[config.mk]
export PLATFORM = sky130hd
export DESIGN_NAME = bus_ram_ctrl
export DESIGN_NICKNAME = d
export VERILOG_FILES = /design/src/rtl/bus_ram_pkg.sv /design/src/rtl/bus_ram_mem.sv /design/src/rtl/bus_ram_ctrl.sv
export SDC_FILE = /design/constraint.sdc
export NUM_CORES = 2
export LEC_CHECK = 0
export ABC_AREA = 1
export CAP_MARGIN = 15
export CORE_MARGIN = 2
export CORE_UTILIZATION = 55
export DETAILED_ROUTE_END_ITERATION = 10
export PLACE_DENSITY = 0.71
export SKIP_LAST_GASP = 1
export SLEW_MARGIN = 20
export SYNTH_ARGS = -nofsm -noshare
export SYNTH_HDL_FRONTEND = slang
export SYNTH_SLANG_ARGS = --single-unit
[constraint.sdc]
create_clock -name bclk -period 3.3 [get_ports bclk]
set_clock_uncertainty 0.2 [all_clocks]
set_input_delay 0.33 -clock bclk [delete_from_list [all_inputs] [get_ports bclk]]
set_output_delay 0.33 -clock bclk [all_outputs]
set_load 0.005 [all_outputs]
[src/rtl/bus_ram_pkg.sv]
// Shared definitions for the bus-side RAM target.
// Contents: default address/data widths and the handshake FSM state encoding.
package bus_ram_pkg;

  localparam int unsigned BUS_RAM_AW = 8;
  localparam int unsigned BUS_RAM_DW = 8;

  localparam int unsigned ST_W = 3;

  // Handshake FSM state encoding
  localparam logic [ST_W-1:0] ST_IDLE     = 3'd0;
  localparam logic [ST_W-1:0] ST_RD_WAIT  = 3'd1;
  localparam logic [ST_W-1:0] ST_RD_HOLD  = 3'd2;
  localparam logic [ST_W-1:0] ST_WR_HOLD  = 3'd3;
  localparam logic [ST_W-1:0] ST_ERR_HOLD = 3'd4;

endpackage

[src/rtl/bus_ram_mem.sv]
// Single-port synchronous RAM, write-first, registered read address,
// no reset on the array so it maps onto an inferred block RAM.
// Ports:
//   clk      clock
//   en       access enable (registers the address, qualifies the write)
//   we       write enable
//   addr     word address (always < DEPTH)
//   wdata    write data
//   rdata_c  read data for the registered address
module bus_ram_mem #(
  parameter int unsigned DW    = 8,
  parameter int unsigned DEPTH = 256,
  parameter int unsigned MAW   = 8
) (
  input  logic           clk,
  input  logic           en,
  input  logic           we,
  input  logic [MAW-1:0] addr,
  input  logic [DW-1:0]  wdata,
  output logic [DW-1:0]  rdata_c
);

  logic [DW-1:0]  mem [DEPTH];
  logic [MAW-1:0] addr_q;

  // Write and address capture share the edge, so a read of the same word
  // after a write sees the new data (write-first behaviour).
  always_ff @(posedge clk) begin
    if (en) begin
      if (we) begin
        mem[addr] <= wdata;
      end
      addr_q <= addr;
    end
  end

  assign rdata_c = mem[addr_q];

endmodule

[src/rtl/bus_ram_ctrl.sv]
// Bus-side RAM target for the active-low strobe bus (bnRD/bnWR).
// Detects strobe falling edges, runs a read/write handshake FSM with ready and
// conflict flags, and drives read data through an explicit output enable so the
// top level builds the tristate DBus pad.
// Optional feature: define BUS_RAM_AUTOINC_EN for auto-incrementing burst
// addressing through an internal pointer (selected by bAutoInc).
// Ports:
//   bclk      bus clock
//   brst      asynchronous active-high reset
//   ABus      bus address
//   DBusIn    write data from the pad
//   DBusOut   read data to the pad
//   DBusOe    pad output enable
//   bnRD      read strobe, active-low
//   bnWR      write strobe, active-low
//   bAutoInc  use the internal pointer instead of ABus (feature builds only)
//   bRdy      access complete / data valid
//   bErr      strobe conflict
module bus_ram_ctrl
  import bus_ram_pkg::*;
#(
  parameter int unsigned AW    = BUS_RAM_AW,
  parameter int unsigned DW    = BUS_RAM_DW,
  parameter int unsigned DEPTH = 2**AW
) (
  input  logic          bclk,
  input  logic          brst,
  input  logic [AW-1:0] ABus,
  input  logic [DW-1:0] DBusIn,
  output logic [DW-1:0] DBusOut,
  output logic          DBusOe,
  input  logic          bnRD,
  input  logic          bnWR,
  input  logic          bAutoInc,
  output logic          bRdy,
  output logic          bErr
);

  localparam int unsigned MAW = (DEPTH > 1) ? $clog2(DEPTH) : 1;

  logic            rd_q;
  logic            wr_q;
  logic            smp_vld;
  logic            rd_start_c;
  logic            wr_start_c;

  logic [ST_W-1:0] state;
  logic [ST_W-1:0] state_nxt;
  logic [DW-1:0]   dout_nxt;
  logic            oe_nxt;
  logic            rdy_nxt;
  logic            err_nxt;

  logic            mem_en_c;
  logic            mem_we_c;
  logic [DW-1:0]   mem_rdata_c;
  logic [AW-1:0]   sel_addr_c;
  logic [AW-1:0]   addr_wrap_c;

  // Strobe sample registers; smp_vld marks that rd_q/wr_q hold a real sample,
  // so a strobe already low when reset releases never looks like a fresh edge.
  always_ff @(posedge bclk or posedge brst) begin
    if (brst) begin
      rd_q    <= 1'b1;
      wr_q    <= 1'b1;
      smp_vld <= 1'b0;
    end else begin
      rd_q    <= bnRD;
      wr_q    <= bnWR;
      smp_vld <= 1'b1;
    end
  end

  assign rd_start_c = smp_vld & rd_q & ~bnRD;
  assign wr_start_c = smp_vld & wr_q & ~bnWR;

  // Address selection and wrap into the implemented depth
`ifdef BUS_RAM_AUTOINC_EN
  logic [AW-1:0] ptr;
  logic [AW-1:0] addr_inc_c;

  assign sel_addr_c = bAutoInc ? ptr : ABus;
  assign addr_inc_c = (addr_wrap_c == AW'(DEPTH - 1)) ? '0 : addr_wrap_c + AW'(1);

  // Pointer follows every memory access, including reads that later abort
  always_ff @(posedge bclk or posedge brst) begin
    if (brst) begin
      ptr <= '0;
    end else if (mem_en_c) begin
      ptr <= addr_inc_c;
    end
  end
`else
  logic unused_autoinc;

  assign sel_addr_c     = ABus;
  assign unused_autoinc = bAutoInc;
`endif

  assign addr_wrap_c = AW'(64'(sel_addr_c) % 64'(DEPTH));

  // State and registered outputs
  always_ff @(posedge bclk or posedge brst) begin
    if (brst) begin
      state   <= ST_IDLE;
      DBusOut <= '0;
      DBusOe  <= 1'b0;
      bRdy    <= 1'b0;
      bErr    <= 1'b0;
    end else begin
      state   <= state_nxt;
      DBusOut <= dout_nxt;
      DBusOe  <= oe_nxt;
      bRdy    <= rdy_nxt;
      bErr    <= err_nxt;
    end
  end

  // Next state, next outputs and memory controls
  always_comb begin
    state_nxt = state;
    dout_nxt  = DBusOut;
    oe_nxt    = DBusOe;
    rdy_nxt   = bRdy;
    err_nxt   = bErr;
    mem_en_c  = 1'b0;
    mem_we_c  = 1'b0;

    case (state)
      ST_IDLE: begin
        if ((rd_start_c || wr_start_c) && !bnRD && !bnWR) begin
          state_nxt = ST_ERR_HOLD;
          err_nxt   = 1'b1;
        end else if (rd_start_c) begin
          mem_en_c  = 1'b1;
          state_nxt = ST_RD_WAIT;
        end else if (wr_start_c) begin
          mem_en_c  = 1'b1;
          mem_we_c  = 1'b1;
          rdy_nxt   = 1'b1;
          state_nxt = ST_WR_HOLD;
        end
      end

      ST_RD_WAIT: begin
        if (bnRD) begin
          state_nxt = ST_IDLE;
        end else begin
          dout_nxt  = mem_rdata_c;
          oe_nxt    = 1'b1;
          rdy_nxt   = 1'b1;
          state_nxt = ST_RD_HOLD;
        end
      end

      ST_RD_HOLD: begin
        if (bnRD) begin
          oe_nxt    = 1'b0;
          rdy_nxt   = 1'b0;
          state_nxt = ST_IDLE;
        end
      end

      ST_WR_HOLD: begin
        if (bnWR) begin
          rdy_nxt   = 1'b0;
          state_nxt = ST_IDLE;
        end
      end

      ST_ERR_HOLD: begin
        if (bnRD && bnWR) begin
          err_nxt   = 1'b0;
          state_nxt = ST_IDLE;
        end
      end

      default: begin
        state_nxt = ST_IDLE;
        oe_nxt    = 1'b0;
        rdy_nxt   = 1'b0;
        err_nxt   = 1'b0;
      end
    endcase
  end

  bus_ram_mem #(
    .DW    (DW),
    .DEPTH (DEPTH),
    .MAW   (MAW)
  ) u_mem (
    .clk     (bclk),
    .en      (mem_en_c),
    .we      (mem_we_c),
    .addr    (MAW'(addr_wrap_c)),
    .wdata   (DBusIn),
    .rdata_c (mem_rdata_c)
  );

endmodule

==> Slide: Implementation Results <==
Key Metrics from the Run

Status
  – Outcome: finished, final reports clean

STA
  – Period minus WS final: 3170 ps
  – Actual slew at the worst max-slew pin: 982 ps
  – Aggregate negative setup slack: 0 ps
  – Unrepaired setup endpoints after global routing: no

Global route
  – Most crowded layer after global routing: met2
  – Largest net degree at the start of global routing: 153

Logic synthesis
  – Adder-cell share of the synthesized area: 0%
  – Post-synth area from yosys stat: 84100 um^2
  – Synth unique cells: 27
  – Cell Area, Synth: 84100 um^2
  – Simple Share, Synth: 22.9%
  – Leading register cell type out of synthesis: edfxtp_1
  – Syn_nets: 7052
  – Share of the yosys chip area belonging to registers: 73.9%
  – Area leader share: 73.4%
  – Post-synth top cells: 2091 x nand2_1, 2056 x edfxtp_1, 2043 x nand3_1
  – Top cell type by total area after synthesis: edfxtp_1

Setup path
  – Cell Chain, Critical Path: buf_12, buf_4, nand3_1, nand3_1, nand3_1, nand3_1, nand3_1, nand3_1, nand3_1, nand3_1, nand2_1
  – Worst setup path start: u_mem.addr_q[1]
  – Endpoint of the worst setup timing path: DBusOut[1]
  – Peak fanout along the critical path: 64
  – Worst reg-to-reg setup slack: 130 ps
  – Worst R2R Start: u_mem.addr_q[1]

Finish
  – Number of multi-input combinational cells in the layout: 4442
  – Number of flip-flops and latches: 2073
  – Reg with most FFs: u_mem.mem
  – Share of final-layout standard cells stronger than drive strength 1: 11.0%
  – NumNets Final: 7307
  – Filler instances: 11.3k
  – Number of cells in the finished layout apart from fillers: 9480
  – Fraction of area in multi-input gates: 20.2%
  – Flip-flop count of the largest register after layout: 2048

Power and ir drop
  – Combinational power share: 9.8%
  – Logic power comb: 5570 uW
  – Clock network power consumption: 22300 uW
  – VDD IR max: 473 uV
  – Power density normalized to cell area: 595 nW/um^2
  – Portion of total power attributed to sequential cells: 51.2%
  – Switching power: 13800 uW
  – Leakage: 0.0341 uW

Clocking
  – CTS H-tree lvls: 4
  – Number of clock sinks seen by CTS: 2073
  – Count of instances resized after the clock tree is built: 0
  – Number of buffers inserted by post-CTS setup repair: 0
  – Master cell of the clock root buffer: clkbuf_16
  – Longest Clk Path Bufs: 3

Die
  – Width of the die: 395 um
  – Area of the placeable core: 152000 um^2
  – Number of well taps: 2030

Place
  – Port Buf Inserts: 30
  – Post-placement setup slack: 313 ps
  – Final weighted congestion in routability-driven placement: 0.939

Worst hold path
  – Number of cells traversed by the worst hold path: 1

Detailed routing
  – Initial drt markers: 8110
  – Post-route ant nets: 0
Metal 1:
Drawn at 1 px/um. Cells faint in the background.
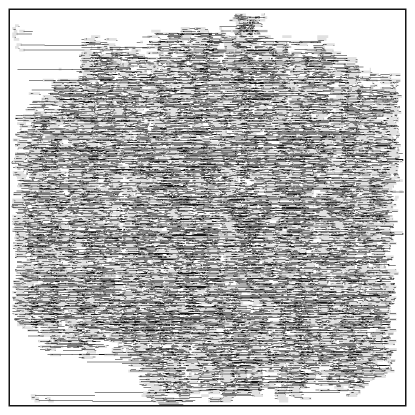
wire length on this layer: 86.9 mm
nets with wire on the layer: 6743
longest straight run: 102 um
M1 GR Usage: 40.2%
overall via count from detail_route: 57.1k

The metal 2 layer:
Drawn at 1 px/um.
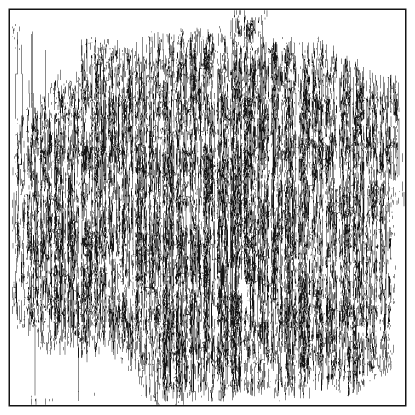
nets with wire on the layer: 5505
share of all routed wire: 46%
wire length on this layer: 107 mm
longest straight run: 137 um
Routed WL: 230000 um
routing usage on met2: 45.6%

The metal 3 layer:
Drawn at 1 px/um. Cells faint in the background.
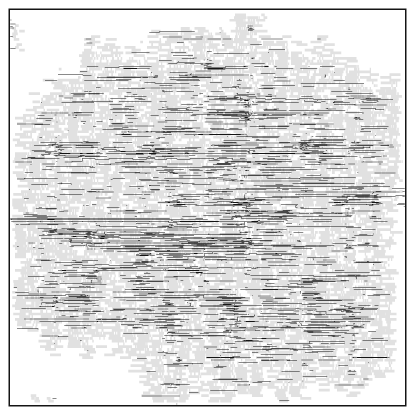
share of all routed wire: 11%
wire length on this layer: 25.7 mm
met3 routing resource usage after global routing: 5.67%

M4 wires:
Drawn at 1 px/um. Cells faint in the background.
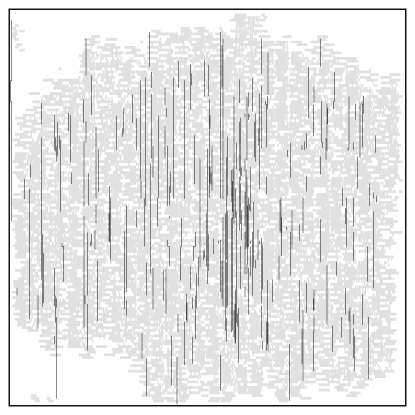
longest straight run: 166 um
nets with wire on the layer: 156
share of all routed wire: 4.5%
main direction: vertical

Power is estimated from default activity; no workload was simulated.
